## config.mk

```make
export PLATFORM = sky130hd
export DESIGN_NAME = ft245_fifo_bridge
export DESIGN_NICKNAME = d
export VERILOG_FILES = /design/src/rtl/ft245_pkg.sv /design/src/rtl/sync_fifo.sv /design/src/rtl/ft245_fifo_bridge.sv
export SDC_FILE = /design/constraint.sdc
export NUM_CORES = 1
export LEC_CHECK = 0
export CAP_MARGIN = 40
export CELL_PAD_IN_SITES_DETAIL_PLACEMENT = 1
export CELL_PAD_IN_SITES_GLOBAL_PLACEMENT = 1
export CORE_UTILIZATION = 47
export DETAILED_ROUTE_END_ITERATION = 7
export GPL_ROUTABILITY_DRIVEN = 1
export PLACE_DENSITY_LB_ADDON = 0.15
export SLEW_MARGIN = 0
export SYNTH_ARGS = -nofsm -noshare
export SYNTH_HDL_FRONTEND = slang
export SYNTH_SLANG_ARGS = --single-unit
```

## constraint.sdc

```tcl
create_clock -name clk -period 2.9 [get_ports clk]
set_input_delay 0.58 -clock clk [delete_from_list [all_inputs] [get_ports clk]]
set_output_delay 0.58 -clock clk [all_outputs]
set_load 0.01 [all_outputs]
```

## src/rtl/ft245_pkg.sv

```systemverilog
// ============================================================================
// ft245_pkg : shared FSM encoding, default timing and arbitration constants
//             for the FT245 FIFO bridge.
// Rev 1.0
// ============================================================================
`default_nettype none

package ft245_pkg;

    typedef enum logic [2:0] {
        ST_IDLE     = 3'd0,
        ST_RD_LOW   = 3'd1,
        ST_WR_SETUP = 3'd2,
        ST_WR_LOW   = 3'd3,
        ST_RECOVER  = 3'd4
    } ft_state_t;

    localparam int c_DEF_DATA_W      = 8;
    localparam int c_DEF_TX_DEPTH    = 16;
    localparam int c_DEF_RX_DEPTH    = 16;
    localparam int c_DEF_SYNC_STAGES = 2;
    localparam int c_DEF_RD_PULSE    = 4;
    localparam int c_DEF_WR_SETUP    = 1;
    localparam int c_DEF_WR_PULSE    = 4;
    localparam int c_DEF_RECOVERY    = 2;

    localparam int c_ARB_RX_PRIO     = 0;
    localparam int c_ARB_ROUND_ROBIN = 1;

    function automatic int max2(input int a, input int b);
        return (a > b) ? a : b;
    endfunction

endpackage

`default_nettype wire

```

## src/rtl/sync_fifo.sv

```systemverilog
// ============================================================================
// sync_fifo : single-clock FIFO, power-of-2 depth, extra-MSB pointers,
//             combinational head, no empty bypass.
// Rev 1.0
// ============================================================================
`default_nettype none

module sync_fifo #(
    parameter int DATA_W = 8,
    parameter int DEPTH  = 16
) (
    input  logic                     clk,
    input  logic                     reset,
    input  logic                     push_i,
    input  logic [DATA_W-1:0]        push_data_i,
    input  logic                     pop_i,
    output logic [DATA_W-1:0]        head_o,
    output logic                     full_o,
    output logic                     empty_o,
    output logic [$clog2(DEPTH):0]   level_o
);

    localparam int c_AW = $clog2(DEPTH);

    logic [DATA_W-1:0] mem_q [DEPTH];
    logic [c_AW:0]     wr_ptr_q;
    logic [c_AW:0]     rd_ptr_q;
    logic              w_do_push;
    logic              w_do_pop;

    assign empty_o = (wr_ptr_q == rd_ptr_q);
    assign full_o  = (wr_ptr_q[c_AW] != rd_ptr_q[c_AW]) &&
                     (wr_ptr_q[c_AW-1:0] == rd_ptr_q[c_AW-1:0]);
    assign level_o = wr_ptr_q - rd_ptr_q;
    assign head_o  = mem_q[rd_ptr_q[c_AW-1:0]];

    // A simultaneous pop frees the slot, so a push is still taken when full.
    assign w_do_pop  = pop_i & ~empty_o;
    assign w_do_push = push_i & (~full_o | w_do_pop);

    always_ff @(posedge clk) begin
        if (reset) begin
            wr_ptr_q <= '0;
            rd_ptr_q <= '0;
        end else begin
            if (w_do_push) wr_ptr_q <= wr_ptr_q + 1'b1;
            if (w_do_pop)  rd_ptr_q <= rd_ptr_q + 1'b1;
        end
    end

    always_ff @(posedge clk) begin
        if (w_do_push) mem_q[wr_ptr_q[c_AW-1:0]] <= push_data_i;
    end

endmodule

`default_nettype wire

```

## src/rtl/ft245_fifo_bridge.sv

```systemverilog
// ============================================================================
// ft245_fifo_bridge : SoC valid/ready streams <-> FT245-style async USB FIFO,
//                     with flag synchronisers, strobe timing FSM and buffering.
// Rev 1.0
// ============================================================================
`default_nettype none

module ft245_fifo_bridge
    import ft245_pkg::*;
#(
    parameter int DATA_W      = c_DEF_DATA_W,
    parameter int TX_DEPTH    = c_DEF_TX_DEPTH,
    parameter int RX_DEPTH    = c_DEF_RX_DEPTH,
    parameter int SYNC_STAGES = c_DEF_SYNC_STAGES,
    parameter int RD_PULSE    = c_DEF_RD_PULSE,
    parameter int WR_SETUP    = c_DEF_WR_SETUP,
    parameter int WR_PULSE    = c_DEF_WR_PULSE,
    parameter int RECOVERY    = c_DEF_RECOVERY,
    parameter int ARB_MODE    = c_ARB_RX_PRIO
) (
    input  logic                        clk,
    input  logic                        reset,
    input  logic                        ft_rxf_n,
    input  logic                        ft_txe_n,
    input  logic [DATA_W-1:0]           ft_din,
    output logic [DATA_W-1:0]           ft_dout,
    output logic                        ft_oe,
    output logic                        ft_rd_n,
    output logic                        ft_wr_n,
    input  logic [DATA_W-1:0]           tx_data,
    input  logic                        tx_valid,
    output logic                        tx_ready,
    output logic [DATA_W-1:0]           rx_data,
    output logic                        rx_valid,
    input  logic                        rx_ready,
    output logic [$clog2(TX_DEPTH):0]   tx_level,
    output logic [$clog2(RX_DEPTH):0]   rx_level
);

    localparam int c_REC_CYCLES = RECOVERY + SYNC_STAGES;
    localparam int c_CNT_MAX    = max2(max2(RD_PULSE, WR_SETUP), max2(WR_PULSE, c_REC_CYCLES));
    localparam int c_CNT_W      = max2($clog2(c_CNT_MAX), 1);

    logic [SYNC_STAGES-1:0] rxf_sync_q;
    logic [SYNC_STAGES-1:0] txe_sync_q;

    ft_state_t              state_q, state_d;
    logic [c_CNT_W-1:0]     cnt_q, cnt_d;
    logic                   last_wr_q, last_wr_d;
    logic                   rd_n_q, rd_n_d;
    logic                   wr_n_q, wr_n_d;
    logic                   oe_q, oe_d;
    logic [DATA_W-1:0]      dout_q, dout_d;

    logic                   w_srxf_n;
    logic                   w_stxe_n;
    logic                   w_rd_req;
    logic                   w_wr_req;
    logic                   w_rr_mode;
    logic                   w_do_rd;
    logic                   w_do_wr;
    logic                   w_tx_push;
    logic                   w_tx_pop;
    logic                   w_tx_full;
    logic                   w_tx_empty;
    logic [DATA_W-1:0]      w_tx_head;
    logic                   w_rx_push;
    logic                   w_rx_pop;
    logic                   w_rx_full;
    logic                   w_rx_empty;

    // Flags reset to the inactive (high) level so nothing fires out of reset.
    always_ff @(posedge clk) begin
        if (reset) begin
            rxf_sync_q <= '1;
            txe_sync_q <= '1;
        end else begin
            rxf_sync_q <= {rxf_sync_q[SYNC_STAGES-2:0], ft_rxf_n};
            txe_sync_q <= {txe_sync_q[SYNC_STAGES-2:0], ft_txe_n};
        end
    end

    assign w_srxf_n = rxf_sync_q[SYNC_STAGES-1];
    assign w_stxe_n = txe_sync_q[SYNC_STAGES-1];

    assign w_rd_req  = ~w_srxf_n & ~w_rx_full;
    assign w_wr_req  = ~w_stxe_n & ~w_tx_empty;
    assign w_rr_mode = (ARB_MODE == c_ARB_ROUND_ROBIN);
    assign w_do_rd   = w_rd_req & (~w_wr_req | ~w_rr_mode | last_wr_q);
    assign w_do_wr   = w_wr_req & ~w_do_rd;

    always_ff @(posedge clk) begin
        if (reset) begin
            state_q   <= ST_IDLE;
            cnt_q     <= '0;
            last_wr_q <= 1'b1;
            rd_n_q    <= 1'b1;
            wr_n_q    <= 1'b1;
            oe_q      <= 1'b0;
            dout_q    <= '0;
        end else begin
            state_q   <= state_d;
            cnt_q     <= cnt_d;
            last_wr_q <= last_wr_d;
            rd_n_q    <= rd_n_d;
            wr_n_q    <= wr_n_d;
            oe_q      <= oe_d;
            dout_q    <= dout_d;
        end
    end

    always_comb begin
        state_d   = state_q;
        cnt_d     = cnt_q;
        last_wr_d = last_wr_q;
        dout_d    = dout_q;
        w_rx_push = 1'b0;
        w_tx_pop  = 1'b0;

        case (state_q)
            ST_IDLE: begin
                if (w_do_rd) begin
                    state_d   = ST_RD_LOW;
                    cnt_d     = c_CNT_W'(RD_PULSE - 1);
                    last_wr_d = 1'b0;
                end else if (w_do_wr) begin
                    state_d   = ST_WR_SETUP;
                    cnt_d     = c_CNT_W'(WR_SETUP - 1);
                    last_wr_d = 1'b1;
                    w_tx_pop  = 1'b1;
                    dout_d    = w_tx_head;
                end
            end
            ST_RD_LOW: begin
                // The pad bus is captured on the final low cycle of RD#.
                if (cnt_q == '0) begin
                    w_rx_push = 1'b1;
                    state_d   = ST_RECOVER;
                    cnt_d     = c_CNT_W'(c_REC_CYCLES - 1);
                end else begin
                    cnt_d = cnt_q - c_CNT_W'(1);
                end
            end
            ST_WR_SETUP: begin
                if (cnt_q == '0) begin
                    state_d = ST_WR_LOW;
                    cnt_d   = c_CNT_W'(WR_PULSE - 1);
                end else begin
                    cnt_d = cnt_q - c_CNT_W'(1);
                end
            end
            ST_WR_LOW: begin
                if (cnt_q == '0) begin
                    state_d = ST_RECOVER;
                    cnt_d   = c_CNT_W'(c_REC_CYCLES - 1);
                end else begin
                    cnt_d = cnt_q - c_CNT_W'(1);
                end
            end
            ST_RECOVER: begin
                if (cnt_q == '0) begin
                    state_d = ST_IDLE;
                end else begin
                    cnt_d = cnt_q - c_CNT_W'(1);
                end
            end
            default: begin
                state_d = ST_IDLE;
                cnt_d   = '0;
            end
        endcase

        // Strobes are registered from the state being entered; the bus is
        // held for one extra cycle after WR# rises.
        rd_n_d = (state_d != ST_RD_LOW);
        wr_n_d = (state_d != ST_WR_LOW);
        oe_d   = (state_d == ST_WR_SETUP) || (state_d == ST_WR_LOW) ||
                 ((state_q == ST_WR_LOW) && (state_d == ST_RECOVER));
    end

    assign ft_rd_n  = rd_n_q;
    assign ft_wr_n  = wr_n_q;
    assign ft_oe    = oe_q;
    assign ft_dout  = dout_q;

    assign tx_ready  = ~w_tx_full;
    assign w_tx_push = tx_valid & tx_ready;
    assign rx_valid  = ~w_rx_empty;
    assign w_rx_pop  = rx_valid & rx_ready;

    sync_fifo #(
        .DATA_W (DATA_W),
        .DEPTH  (TX_DEPTH)
    ) u_tx_fifo (
        .clk         (clk),
        .reset       (reset),
        .push_i      (w_tx_push),
        .push_data_i (tx_data),
        .pop_i       (w_tx_pop),
        .head_o      (w_tx_head),
        .full_o      (w_tx_full),
        .empty_o     (w_tx_empty),
        .level_o     (tx_level)
    );

    sync_fifo #(
        .DATA_W (DATA_W),
        .DEPTH  (RX_DEPTH)
    ) u_rx_fifo (
        .clk         (clk),
        .reset       (reset),
        .push_i      (w_rx_push),
        .push_data_i (ft_din),
        .pop_i       (w_rx_pop),
        .head_o      (rx_data),
        .full_o      (w_rx_full),
        .empty_o     (w_rx_empty),
        .level_o     (rx_level)
    );

endmodule

`default_nettype wire
```

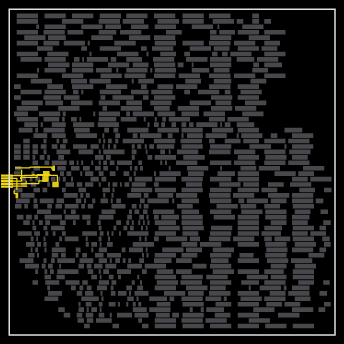
(images/io_fan.png)
Drawn at 2 px/um.
[tx_level] yellow | direction: output | edge: left | end cells: 5 | wire: 120 um

==> out/summary.log <==
[sta] Final Skew 0.0154 ns
[worst_setup_path] Critical Path Slowest Stage Cell sky130_fd_sc_hd__mux4_2
[layout] most common library cell in the layout ignoring fill and taps sky130_fd_sc_hd__edfxtp_1
[worst_setup_path] Most Frequent Cell on Critical Path sky130_fd_sc_hd__mux4_2
[worst_setup_path] count of buffer and inverter cells on the critical path 3
[layout] proportion of cell area occupied by multi-input gates 0.229
[layout] Final Non-Filler Cells 1121
[drt] drt first pass iters 4
[run] max-capacitance violation count 0
[layout] Largest area class, layout flip-flops and latches
[worst_setup_path] Crit path largest cell delay 0.50 ns
[drt] detail-routed net length per standard cell 24.3 um
[synthesis] Post-Synth Adder-Cell Area 0.0231
[placed_design] # placed instances 1060
[synthesis] net count after synthesis 710
[die] well tap count 330
[synthesis] ranking of synthesized cells by area sky130_fd_sc_hd__edfxtp_1 64%, sky130_fd_sc_hd__mux4_2 13%, sky130_fd_sc_hd__dfxtp_1 7.3%
[sta] post-route worst setup slack -0.0361 ns
[placed_design] Placement Setup Slack 0.205 ns
[synthesis] chip area in the Yosys report 12000 um2
[global_routing] layer carrying the most global-route usage met2
[synthesis] cell type contributing the most total cell area after synthesis sky130_fd_sc_hd__edfxtp_1
[clock_tree] # H-tree levels 1
[drt] final wirelength 27300 um
[sta] Period Utilization, post-route 1.01
[run_status] outcome finished with violations
[sta] worst-case hold slack 0.408 ns
[drt] detailed-routed wire length on met2 13500 um
[power] share of total power consumed by net switching 0.212
[synthesis] Synth Instances 667
[synthesis] most instantiated cells after synthesis 256 x sky130_fd_sc_hd__edfxtp_1, 72 x sky130_fd_sc_hd__mux4_2, 50 x sky130_fd_sc_hd__nor2_1, 44 x sky130_fd_sc_hd__dfxtp_1, 23 x sky130_fd_sc_hd__inv_1
[layout] number of buffers outside the clock class in the layout 102
[die] core utilization before placement 0.478
[die] Chip Width 162 um
[die] Boundary Pins 53
[synthesis] number of standard cells reported by yosys 667
[run_status] violations in the final reports setup timing
[drt] Detailed Route Iter0 Violations 544
[sta] setup-violating endpoint count in the final report 5
[global_routing] global-route wire length before repair 41400 um
[placed_design] final weighted congestion in routability-driven placement 0.761
[drt] total number of vias 6464
[layout] fraction of final layout cells with drive strength greater than 1 0.254
[layout] clock network area share 0.0677
[clock_tree] clock transition at the registers of the reported paths 0.06 ns
[synthesis] post-synthesis async set-or-reset flop share 0
[worst_setup_path] R2R Setup Slk 0.51 ns
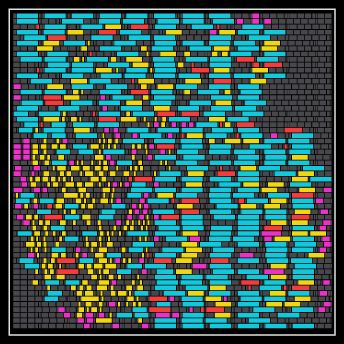
(images/placement_by_type.png)
Drawn at 2 px/um. Fill, decap, tap and diode cells in gray.
[other buffers and delay cells] magenta | cells: 102
[clock drivers and dummy loads] red | cells: 56
[combinational and other logic] yellow | cells: 333
[flops] cyan | cells: 300

-- worst max-delay path by stage --
stage / startpoint / endpoint / slack, ns
after CTS: flip-flop / rx_data[2] / -0.04
after detailed placement: u_rx_fifo.wr_ptr_q[0] / rx_level[4] / 0.20
after floorplan: u_tx_fifo.rd_ptr_q[2] / u_tx_fifo.mem_q[1][0] / 0.14
final: flip-flop / rx_data[6] / -0.04
after global routing: flip-flop / rx_data[6] / -0.1
after global placement: flip-flop / rx_data[2] / 0.24
-- power by group through the flow --
stage / Sequential [uW] / Clock (uW) / Combinational [uW]
2_1_floorplan: 4850 / 0 / 428
3_3_place_gp: 4860 / 0 / 700
3_5_place_dp: 4860 / 0 / 725
4_1_cts: 4780 / 3850 / 793
5_1_grt: 4780 / 3990 / 843
6_report: 4780 / 3780 / 778
Power is estimated from default activity; no workload was simulated.
